$ cat config.mk
export PLATFORM = sky130hd
export DESIGN_NAME = c64_cart_responder_flat
export DESIGN_NICKNAME = d
export VERILOG_FILES = /design/src/rtl/c64_cart_responder_pkg.sv /design/src/rtl/c64_cart_responder_if.sv /design/src/rtl/c64_phi2_sync.sv /design/src/rtl/c64_cart_responder.sv /design/src/flat_wrapper.sv
export SDC_FILE = /design/constraint.sdc
export NUM_CORES = 1
export LEC_CHECK = 0
export ABC_AREA = 1
export CAP_MARGIN = 25
export CORE_ASPECT_RATIO = 0.75
export CORE_MARGIN = 1.5
export CORE_UTILIZATION = 45
export DETAILED_ROUTE_END_ITERATION = 16
export PLACE_DENSITY = 0.76
export SLEW_MARGIN = 5
export SYNTH_ARGS = -nofsm -noshare
export SYNTH_HDL_FRONTEND = slang
export SYNTH_SLANG_ARGS = --single-unit
$ cat constraint.sdc
create_clock -name clk_20 -period 4.6 [get_ports clk_20]
set_clock_uncertainty 0.05 [all_clocks]
set_input_delay 0.92 -clock clk_20 [delete_from_list [all_inputs] [get_ports clk_20]]
set_output_delay 0.92 -clock clk_20 [all_outputs]
set_load 0.02 [all_outputs]
$ cat src/rtl/c64_cart_responder_pkg.sv
// rtl/c64_cart_responder_pkg.sv - shared encodings for the C64 cartridge-port responder
package c64_cart_responder_pkg;

    typedef enum logic [2:0] {
        ST_IDLE,
        ST_SETTLE,
        ST_READ,
        ST_WRITE,
        ST_WACK,
        ST_RELEASE
    } state_t;

    // SEL_IO1 never leaves the block; the other codes form mem_addr[14:13]
    typedef enum logic [1:0] {
        SEL_ROML = 2'b00,
        SEL_ROMH = 2'b01,
        SEL_IO2  = 2'b10,
        SEL_IO1  = 2'b11
    } sel_t;

    localparam logic [15:0] IO1_PAGE_BASE = 16'hDE00;
    localparam logic [15:0] IO2_PAGE_BASE = 16'hDF00;

    function automatic logic [14:0] mem_addr_of(sel_t sel, logic [12:0] a);
        if (sel == SEL_IO2)
            return {SEL_IO2, 5'b0, a[7:0]};
        return {sel, a};
    endfunction

endpackage

$ cat src/rtl/c64_cart_responder_if.sv
// rtl/c64_cart_responder_if.sv - expansion-port, register-file and memory signals of the responder
interface c64_cart_responder_if #(parameter int REG_AW = 4);
    logic              c64_phi2;
    logic              c64_rw;
    logic [15:0]       c64_a_in;
    logic [7:0]        c64_d_in;
    logic              c64_roml_n;
    logic              c64_romh_n;
    logic              c64_io1_n;
    logic              c64_io2_n;
    logic              self_master;
    logic [7:0]        c64_d_out;
    logic              c64_d_oe;
    logic [REG_AW-1:0] reg_addr;
    logic              reg_wr;
    logic [7:0]        reg_wdata;
    logic [7:0]        reg_rdata;
    logic              mem_req;
    logic              mem_we;
    logic [14:0]       mem_addr;
    logic [7:0]        mem_wdata;
    logic [7:0]        mem_rdata;
    logic              mem_ack;
    logic              late_err;

    modport slave (
        input  c64_phi2, c64_rw, c64_a_in, c64_d_in,
        input  c64_roml_n, c64_romh_n, c64_io1_n, c64_io2_n, self_master,
        input  reg_rdata, mem_rdata, mem_ack,
        output c64_d_out, c64_d_oe, reg_addr, reg_wr, reg_wdata,
        output mem_req, mem_we, mem_addr, mem_wdata, late_err
    );

    modport master (
        output c64_phi2, c64_rw, c64_a_in, c64_d_in,
        output c64_roml_n, c64_romh_n, c64_io1_n, c64_io2_n, self_master,
        output reg_rdata, mem_rdata, mem_ack,
        input  c64_d_out, c64_d_oe, reg_addr, reg_wr, reg_wdata,
        input  mem_req, mem_we, mem_addr, mem_wdata, late_err
    );
endinterface

$ cat src/rtl/c64_phi2_sync.sv
// rtl/c64_phi2_sync.sv - PHI2 two-flop synchroniser with rise/fall detect
module c64_phi2_sync (
    input  logic clk_20,
    input  logic rst,
    input  logic phi2_async,
    output logic phi2_rise,
    output logic phi2_fall
);
    // [0] metastable, [1] synchronised, [2] previous synchronised value
    logic [2:0] sync_q;

    always_ff @(posedge clk_20 or posedge rst) begin
        if (rst)
            sync_q <= '0;
        else
            sync_q <= {sync_q[1:0], phi2_async};
    end

    assign phi2_rise = (sync_q[2:1] == 2'b01);
    assign phi2_fall = (sync_q[2:1] == 2'b10);
endmodule

$ cat src/rtl/c64_cart_responder.sv
// rtl/c64_cart_responder.sv - C64 expansion-port target: serves CPU-phase ROML/ROMH/IO1/IO2 accesses
module c64_cart_responder
    import c64_cart_responder_pkg::*;
#(
    parameter int SETTLE_CLKS = 2,
    parameter int HOLD_CLKS   = 1,
    parameter int REG_AW      = 4
) (
    input  logic                  clk_20,
    input  logic                  rst,
    c64_cart_responder_if.slave   bus
);
    localparam logic [3:0] SETTLE_LOAD = 4'(SETTLE_CLKS);
    // RELEASE is entered one cycle after the fall is seen, so that cycle counts as hold
    localparam logic [3:0] HOLD_LOAD   = 4'((HOLD_CLKS > 0) ? HOLD_CLKS - 1 : 0);

    logic        phi2_rise, phi2_fall;
    logic [4:0]  ctl_meta, ctl_sync;
    logic [12:0] a_meta, a_sync;
    logic [7:0]  d_p1, d_p2, d_p3;
    state_t      state;
    sel_t        sel, hit;
    logic [3:0]  cnt;
    logic        ack_seen;

    c64_phi2_sync u_phi2_sync (
        .clk_20     (clk_20),
        .rst        (rst),
        .phi2_async (bus.c64_phi2),
        .phi2_rise  (phi2_rise),
        .phi2_fall  (phi2_fall)
    );

    // ctl = {rw, io1_n, io2_n, roml_n, romh_n}
    always_ff @(posedge clk_20 or posedge rst) begin
        if (rst) begin
            ctl_meta <= '1;
            ctl_sync <= '1;
            a_meta   <= '0;
            a_sync   <= '0;
            d_p1     <= '0;
            d_p2     <= '0;
            d_p3     <= '0;
        end else begin
            ctl_meta <= {bus.c64_rw, bus.c64_io1_n, bus.c64_io2_n, bus.c64_roml_n, bus.c64_romh_n};
            ctl_sync <= ctl_meta;
            a_meta   <= bus.c64_a_in[12:0];
            a_sync   <= a_meta;
            d_p1     <= bus.c64_d_in;
            d_p2     <= d_p1;
            d_p3     <= d_p2;
        end
    end

    always_comb begin
        hit = SEL_ROMH;
        if (!ctl_sync[3])      hit = SEL_IO1;
        else if (!ctl_sync[2]) hit = SEL_IO2;
        else if (!ctl_sync[1]) hit = SEL_ROML;
    end

    always_ff @(posedge clk_20 or posedge rst) begin
        if (rst) begin
            state         <= ST_IDLE;
            sel           <= SEL_ROML;
            cnt           <= '0;
            ack_seen      <= 1'b0;
            bus.c64_d_out <= '0;
            bus.c64_d_oe  <= 1'b0;
            bus.reg_addr  <= '0;
            bus.reg_wr    <= 1'b0;
            bus.reg_wdata <= '0;
            bus.mem_req   <= 1'b0;
            bus.mem_we    <= 1'b0;
            bus.mem_addr  <= '0;
            bus.mem_wdata <= '0;
            bus.late_err  <= 1'b0;
        end else begin
            bus.reg_wr   <= 1'b0;
            bus.late_err <= 1'b0;
            case (state)
                ST_IDLE: begin
                    if (phi2_rise) begin
                        state <= ST_SETTLE;
                        cnt   <= SETTLE_LOAD;
                    end
                end
                ST_SETTLE: begin
                    if (cnt != 4'd0) begin
                        cnt <= cnt - 4'd1;
                    end else if (bus.self_master || (&ctl_sync[3:0])) begin
                        state <= ST_IDLE;
                    end else begin
                        sel          <= hit;
                        bus.reg_addr <= a_sync[REG_AW-1:0];
                        if (ctl_sync[4]) begin
                            state        <= ST_READ;
                            bus.c64_d_oe <= 1'b1;
                            ack_seen     <= (hit == SEL_IO1);
                            if (hit != SEL_IO1) begin
                                bus.mem_req  <= 1'b1;
                                bus.mem_we   <= 1'b0;
                                bus.mem_addr <= mem_addr_of(hit, a_sync);
                            end
                        end else begin
                            state <= ST_WRITE;
                        end
                    end
                end
                ST_READ: begin
                    if (sel == SEL_IO1) begin
                        bus.c64_d_out <= bus.reg_rdata;
                    end else if (bus.mem_req && bus.mem_ack) begin
                        bus.c64_d_out <= bus.mem_rdata;
                        bus.mem_req   <= 1'b0;
                        ack_seen      <= 1'b1;
                    end
                    if (phi2_fall) begin
                        state <= ST_RELEASE;
                        cnt   <= HOLD_LOAD;
                        // an ack landing on the fall cycle still counts as on time
                        if (!ack_seen && !(bus.mem_req && bus.mem_ack)) begin
                            bus.mem_req   <= 1'b0;
                            bus.late_err  <= 1'b1;
                            bus.c64_d_out <= 8'hFF;
                        end
                    end
                end
                ST_WRITE: begin
                    if (phi2_fall) begin
                        case (sel)
                            SEL_IO1: begin
                                bus.reg_wr    <= 1'b1;
                                bus.reg_wdata <= d_p3;
                                state         <= ST_IDLE;
                            end
                            SEL_IO2: begin
                                bus.mem_req   <= 1'b1;
                                bus.mem_we    <= 1'b1;
                                bus.mem_addr  <= mem_addr_of(SEL_IO2, a_sync);
                                bus.mem_wdata <= d_p3;
                                state         <= ST_WACK;
                            end
                            default: state <= ST_IDLE;
                        endcase
                    end
                end
                ST_WACK: begin
                    if (bus.mem_ack) begin
                        bus.mem_req <= 1'b0;
                        bus.mem_we  <= 1'b0;
                        state       <= ST_IDLE;
                    end else if (phi2_rise) begin
                        bus.mem_req  <= 1'b0;
                        bus.mem_we   <= 1'b0;
                        bus.late_err <= 1'b1;
                        state        <= ST_IDLE;
                    end
                end
                ST_RELEASE: begin
                    if (cnt == 4'd0) begin
                        bus.c64_d_oe <= 1'b0;
                        state        <= ST_IDLE;
                    end else begin
                        cnt <= cnt - 4'd1;
                    end
                end
                default: state <= ST_IDLE;
            endcase
        end
    end
endmodule

$ cat src/flat_wrapper.sv
// flat-port wrapper written by rule: the top's interface ports become plain ports
module c64_cart_responder_flat import c64_cart_responder_pkg::*;
#(
    parameter int SETTLE_CLKS = 2,
    parameter int HOLD_CLKS   = 1,
    parameter int REG_AW      = 4
)
  (clk_20, rst, bus_c64_phi2, bus_c64_rw, bus_c64_a_in, bus_c64_d_in, bus_c64_roml_n, bus_c64_romh_n, bus_c64_io1_n, bus_c64_io2_n, bus_self_master, bus_reg_rdata, bus_mem_rdata, bus_mem_ack, bus_c64_d_out, bus_c64_d_oe, bus_reg_addr, bus_reg_wr, bus_reg_wdata, bus_mem_req, bus_mem_we, bus_mem_addr, bus_mem_wdata, bus_late_err);
  c64_cart_responder_if #(.REG_AW(REG_AW)) bus_i ();
  input  logic clk_20;
  input  logic rst;
  input wire logic [$bits(bus_i.c64_phi2)-1:0] bus_c64_phi2;
  input wire logic [$bits(bus_i.c64_rw)-1:0] bus_c64_rw;
  input wire logic [$bits(bus_i.c64_a_in)-1:0] bus_c64_a_in;
  input wire logic [$bits(bus_i.c64_d_in)-1:0] bus_c64_d_in;
  input wire logic [$bits(bus_i.c64_roml_n)-1:0] bus_c64_roml_n;
  input wire logic [$bits(bus_i.c64_romh_n)-1:0] bus_c64_romh_n;
  input wire logic [$bits(bus_i.c64_io1_n)-1:0] bus_c64_io1_n;
  input wire logic [$bits(bus_i.c64_io2_n)-1:0] bus_c64_io2_n;
  input wire logic [$bits(bus_i.self_master)-1:0] bus_self_master;
  input wire logic [$bits(bus_i.reg_rdata)-1:0] bus_reg_rdata;
  input wire logic [$bits(bus_i.mem_rdata)-1:0] bus_mem_rdata;
  input wire logic [$bits(bus_i.mem_ack)-1:0] bus_mem_ack;
  output wire logic [$bits(bus_i.c64_d_out)-1:0] bus_c64_d_out;
  output wire logic [$bits(bus_i.c64_d_oe)-1:0] bus_c64_d_oe;
  output wire logic [$bits(bus_i.reg_addr)-1:0] bus_reg_addr;
  output wire logic [$bits(bus_i.reg_wr)-1:0] bus_reg_wr;
  output wire logic [$bits(bus_i.reg_wdata)-1:0] bus_reg_wdata;
  output wire logic [$bits(bus_i.mem_req)-1:0] bus_mem_req;
  output wire logic [$bits(bus_i.mem_we)-1:0] bus_mem_we;
  output wire logic [$bits(bus_i.mem_addr)-1:0] bus_mem_addr;
  output wire logic [$bits(bus_i.mem_wdata)-1:0] bus_mem_wdata;
  output wire logic [$bits(bus_i.late_err)-1:0] bus_late_err;
  assign bus_i.c64_phi2 = bus_c64_phi2;
  assign bus_i.c64_rw = bus_c64_rw;
  assign bus_i.c64_a_in = bus_c64_a_in;
  assign bus_i.c64_d_in = bus_c64_d_in;
  assign bus_i.c64_roml_n = bus_c64_roml_n;
  assign bus_i.c64_romh_n = bus_c64_romh_n;
  assign bus_i.c64_io1_n = bus_c64_io1_n;
  assign bus_i.c64_io2_n = bus_c64_io2_n;
  assign bus_i.self_master = bus_self_master;
  assign bus_i.reg_rdata = bus_reg_rdata;
  assign bus_i.mem_rdata = bus_mem_rdata;
  assign bus_i.mem_ack = bus_mem_ack;
  assign bus_c64_d_out = bus_i.c64_d_out;
  assign bus_c64_d_oe = bus_i.c64_d_oe;
  assign bus_reg_addr = bus_i.reg_addr;
  assign bus_reg_wr = bus_i.reg_wr;
  assign bus_reg_wdata = bus_i.reg_wdata;
  assign bus_mem_req = bus_i.mem_req;
  assign bus_mem_we = bus_i.mem_we;
  assign bus_mem_addr = bus_i.mem_addr;
  assign bus_mem_wdata = bus_i.mem_wdata;
  assign bus_late_err = bus_i.late_err;
  c64_cart_responder #(.SETTLE_CLKS(SETTLE_CLKS), .HOLD_CLKS(HOLD_CLKS), .REG_AW(REG_AW)) u_core (.clk_20(clk_20), .rst(rst), .bus(bus_i));
endmodule
==> run summary, run 1 <==
run results: outcome=complete, no violations, Post-CTS Repair Setup Buffers=0, wire length per cell=roughly 13 µm, final hold slack=0.289 ns, Worst Slack Setup Final=about 2.1 ns, Finished Layout Cells=slightly below 700, die area=10,800 µm², largest net degree at the start of global routing=~67, Final setup viols=0, M1 WL=4250 µm, post-synth design cell area=between 4000 and 5000 µm², post-CTS sizing=0, Crit. End Element=output pin, clk root buf=clkbuf_16, crit path time final=2.46 ns, post-synthesis register bit count=around 120, vias per cell=between 4 and 5, cell family with most CP delay=buffers and inverters, Top cells excl fill/tap=nand2_1, dfrtp_1, clkdlybuf4s50_1, routability cong.=just over 0.8, Slew HR=a little under half, metal3 WL=approximately 540 µm, Pint=2.69 mW, Late-Pin Clk Latency=just over 0.4 ns, Slew @ Worst Pin=about 0.79 ns, tool warnings=30, Max Fclk=between 400 and 500 MHz, core box area=9770 µm², Max Used Layer=met4, Netlist cell types=32, Slew Limit Fails=0, gr ovfl total=0, Post-Syn Instances=approximately 430, Hold Path Class=reg2reg, Avg Inst Size Synth=~11 µm², Max clock buf depth=2, VDD IR max=0.273 mV, Area Growth Syn to Fin=34.9%, Yosys Warn Count=0, Leakage=2.95 nW, antenna violations before repair=0, Cell Chain, Critical Path=clkdlybuf4s50_1, Switch Pwr=roughly 1.6 mW, ys cells=approximately 430, CP Class=reg2out, Clk network pwr share=between 20% and 30%, drt drc=0, nets@finish=just under 600, iteration tally of the first detailed-router pass=5, RSZ-0062 raised after global routing=false
==> run 1: state kept, by name (all words and copies together), names as in the netlist, 2 cells and up <==
register,count
u_core.a_meta,13
u_core.d_p1,8
u_core.bus.mem_wdata,8
u_core.ctl_meta,5
u_core.cnt,4
u_core.bus.c64_d_out,8
u_core.u_phi2_sync.sync_q,3
u_core.a_sync,13
u_core.d_p3,8
u_core.bus.reg_wdata,8
u_core.ctl_sync,5
u_core.bus.mem_addr,15
u_core.d_p2,8
u_core.state,3
u_core.bus.reg_addr,4
u_core.sel,2
==> run 1: cell type report <==
cell class	count	area, µm²
multi-input combinational	256	1310
fill	791	3570
timing repair buffer	96	956
inverter	45	171
tap	132	165
sequential	121	3040
clock buffer	19	453
clock inverter	13	109
==> run 1: layer usage <==
metal	GRT usage, %	up-vias
met1	24.6	1559
li1	-	1585
met4	6.35	0
met5	0	-
met2	27.4	106
met3	5.68	8
==> run 1: cells by family after synthesis <==
kind of cell             Yosys count  synth area share [%]
AND/OR/NAND/NOR                  209                  22.3
flip-flops                       121                  66.2
buffers and inverters             54                  5.42
AND-OR/OR-AND                     43                  5.17
XOR/XNOR                           2                 0.381
adder cells (fa/ha/maj)            2                 0.544
==> run 1: Yosys cell counts, drive strengths merged (6+ instances only) <==
cell   number  area share [%]
dfrtp     111              60
inv        45             3.7
nand2     135              13
dfstp      10             5.7
buf         7             1.4
nor2       25             2.8
nand3      41             4.6
nand4       6             1.5
o21ai      37             4.3
==> run 1: final timing paths <==
kind	cells past startpoint	startpoint	endpoint	slack (ns)
max	1	u_core.bus.mem_req	bus_mem_req	2.14
min	0	u_core.a_meta[0]	u_core.a_sync[0]	0.29
max reg2reg	9	u_core.cnt[0]	u_core.bus.mem_addr[9]	2.35
min reg2reg	0	u_core.a_meta[0]	u_core.a_sync[0]	0.29
max in group asynchronous	3	rst	u_core.ctl_sync[0]	2.58
min in group asynchronous	2	rst	u_core.d_p1[0]	0.95
==> run 1: power groups by stage <==
| stage | Clock [mW] | Sequential (mW) | Combinational, mW |
|---|---|---|---|
| 2_1_floorplan | 0 | 1.72 | 0.846 |
| 3_3_place_gp | 0 | 1.53 | 1.53 |
| 3_5_place_dp | 0 | 1.54 | 1.57 |
| 4_1_cts | 1.25 | 1.53 | 1.58 |
| 5_1_grt | 1.30 | 1.56 | 1.72 |
| 6_report | 1.22 | 1.53 | 1.56 |
Figure 1. Metal 3 (run 1).
(3 px per µm) Cells faint in the background.
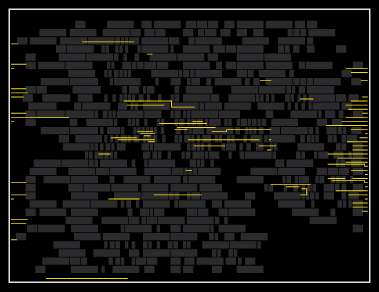
wire length on this layer: 535 µm
longest straight run: 26.9 µm
nets with wire on the layer: 68
share of all routed wire: 6.0%
Vias: 3,258
wirelength, routed: 8930 µm
met3 usage: 5.68%

Figure 2. Placement by cell class (run 1).
(2 px per µm)
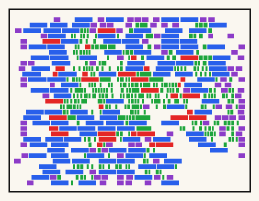
| class | color | cells | share of their area |
|---|---|---|---|
| clock drivers and dummy loads | red | 32 | 9.3% |
| sequential cells | blue | 121 | 50% |
| remaining logic cells | green | 301 | 24% |
| remaining buffers and delay cells | purple | 96 | 16% |
final core utilization: 63.4%
cell row count: 31

Figure 3. Wires at chosen ports, followed through buffers (run 1).
(4 px per µm)
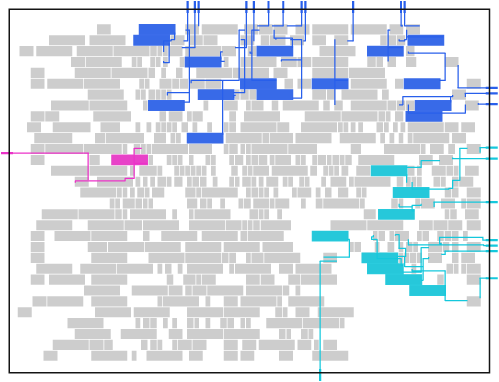
| port | color | bits | direction | end cells | buffers | wire |
|---|---|---|---|---|---|---|
| bus_c64_d_out | cyan | 8 | output | 8 | 8 | 244 µm |
| bus_c64_d_oe | magenta | 1 | output | 1 | 1 | 54.0 µm |
| bus_mem_addr | blue | 15 | output | 15 | 15 | 369 µm |
io pins: 98
Port Buffers: 94

==> run 2: changes to the inputs <==
--- a/config.mk
+++ b/config.mk
@@ -11,7 +11,7 @@
 export CORE_MARGIN = 1.5
 export CORE_UTILIZATION = 45
 export DETAILED_ROUTE_END_ITERATION = 16
-export PLACE_DENSITY = 0.76
+export PLACE_DENSITY = 0.79
 export SLEW_MARGIN = 5
 export SYNTH_ARGS = -nofsm -noshare
 export SYNTH_HDL_FRONTEND = slang
==> constraint.sdc (replaced) <==
create_clock -name clk_20 -period 2 [get_ports clk_20]
set_clock_uncertainty 0.05 [all_clocks]
set_input_delay 0.4 -clock clk_20 [delete_from_list [all_inputs] [get_ports clk_20]]
set_output_delay 0.4 -clock clk_20 [all_outputs]
set_load 0.02 [all_outputs]
Figure 4. Placement by cell class (run 2).
(2 px per µm)
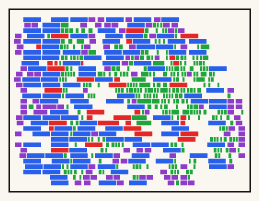
| class | color | cells | share of their area |
|---|---|---|---|
| remaining buffers and delay cells | purple | 105 | 17% |
| sequential cells | blue | 121 | 49% |
| clock drivers and dummy loads | red | 32 | 9.2% |
| remaining logic cells | green | 301 | 24% |
post-route cell area: 6310 µm²
fraction of area in registers: 48.2%
core box area: 9770 µm²

Figure 5. Wires at chosen ports, followed through buffers (run 2).
(4 px per µm)
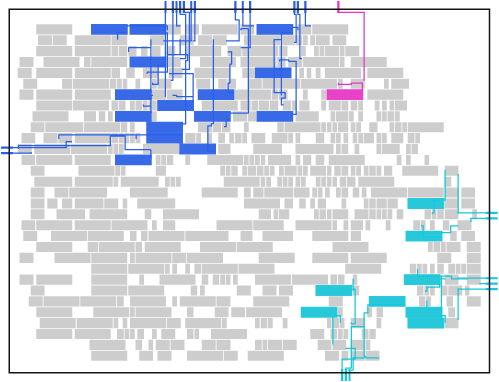
| port | color | bits | direction | end cells | buffers | wire |
|---|---|---|---|---|---|---|
| bus_c64_d_oe | magenta | 1 | output | 1 | 1 | 32.3 µm |
| bus_c64_d_out | cyan | 8 | output | 8 | 8 | 201 µm |
| bus_mem_addr | blue | 15 | output | 15 | 15 | 503 µm |

==> run summary, run 2 <==
run results: cell family with most CP delay=buffers and inverters (unchanged), ys cells=431 (unchanged), Max clock buf depth=2 (unchanged), Yosys Warn Count=0 (unchanged), Cell Chain, Critical Path=clkdlybuf4s50_1 (unchanged), Avg Inst Size Synth=10.7 µm² (unchanged), gr ovfl total=0 (unchanged), Slew @ Worst Pin=0.598 ns (was 0.788 ns), Late-Pin Clk Latency=0.41 ns (about the same), top cells by area=dfrtp_1, nand2_1, dfstp_2 (unchanged), drt drc=0 (unchanged), Area Growth Syn to Fin=37.3% (was 34.9%), iteration tally of the first detailed-router pass=6 (was 5), CP Class=reg2out (unchanged), Post-Syn Instances=431 (unchanged), crit path time final=about 1.9 ns, tool warnings=30 (unchanged), Top cells excl fill/tap=dfrtp_1, nand2_1, clkdlybuf4s50_1 (was nand2_1, dfrtp_1, clkdlybuf4s50_1), io pins=98 (unchanged), Slew Limit Fails=0 (unchanged), Leakage=3.00 nW (was 2.95 nW), number of flip-flops in the largest register=15 (unchanged), post-synthesis register bit count=121 (unchanged), Crit. End Element=output pin (unchanged), Dominant cell area share=60.4% (unchanged), Top reg by flops=u_core.bus.mem_addr (unchanged), outcome=complete, no violations (unchanged), routability cong.=0.889 (was 0.821), Hold Path Class=reg2reg (unchanged), Final setup viols=0 (unchanged), wire length per cell=13.9 µm (was 13.1 µm), final hold slack=0.295 ns (was 0.289 ns), largest net degree at the start of global routing=57 (was 67)
Figure 6. Metal 3 (run 2).
(3 px per µm) Cells faint in the background.
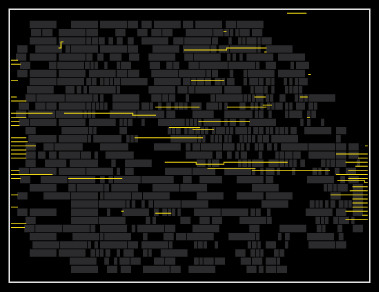
longest straight run: 25.8 µm
share of all routed wire: 5.1%
main direction: horizontal
met3 usage: 6.06%
Vias: 3,299
wirelength, routed: 9610 µm

run 2: cell counts after synthesis:
No cell type changed its count.
run 2: worst paths after layout:
| kind | from | end | slack, ns | cells after the start |
|---|---|---|---|---|
| worst max-delay path | u_core.bus.mem_req | bus_mem_req | 0.07 | 1 |
| worst max register to register | u_core.state[1] | u_core.bus.mem_addr[7] | 0.19 | 7 |
| worst min-delay path | u_core.d_p2[3] | u_core.d_p3[3] | 0.30 | 0 |
| max in group asynchronous | rst | u_core.ctl_meta[4] | 1.19 | 3 |
| min in group asynchronous | rst | u_core.a_meta[9] | 0.38 | 3 |
| worst min register to register | u_core.d_p2[3] | u_core.d_p3[3] | 0.30 | 0 |
run 2: area by class of cell:
| type | instances | area [µm²] |
|---|---|---|
| multi-input combinational | 256 | 1320 |
| inverter | 45 | 173 |
| timing repair buffer | 105 | 1050 |
| clock inverter | 14 | 136 |
| fill | 755 | 3460 |
| sequential | 121 | 3040 |
| tap | 132 | 165 |
| clock buffer | 18 | 429 |
run 2: where the power goes:
part | switching (mW) | total [mW] | internal (mW)
logic | 2.32 | 3.90 | 1.58
clock network | 1.16 | 2.89 | 1.73
registers | 0.387 | 3.43 | 3.05
total | 3.86 | 10.2 | 6.36
run 2: metal layers:
layer	part of all wire (%)	up-vias	track usage (%)	routed length [µm]
li1	-	1602	-	-
met1	42	1604	24.2	4060
met2	51	80	32.3	4920
met3	5.1	13	6.06	493
met4	1.3	0	8.83	129
met5	0	-	0	0
run 2: per-stage QoR:
stage               area [µm²]  cells  power [mW]  setup WS, ns
global placement          5730    659        7.13         0.144
CTS                       6300    691        10.2        0.0497
floorplan                 4600    431        5.89        0.0748
finish                    6310    691        10.2        0.0749
global route              6310    691        10.8        0.0123
detailed placement        5730    659        7.29         0.116
run 2: repair_timing:
item | 4_1_cts | 5_1_grt
setup endpoints to repair | 0 | 7
gates resized | 0 | 2
hold buffers | 0 | 0
run 2: cells by family (layout without fill, tap and decap cells):
group | Yosys count | count (layout) | share of synthesized area (%)
simple gates | 209 | 209 | 22.3
flops | 121 | 121 | 66.2
buf+inv | 54 | 182 | 5.42
compound gates | 43 | 43 | 5.17
fa+ha+maj | 2 | 2 | 0.544
xor+xnor | 2 | 2 | 0.381
Power and IR drop assume default switching activity.
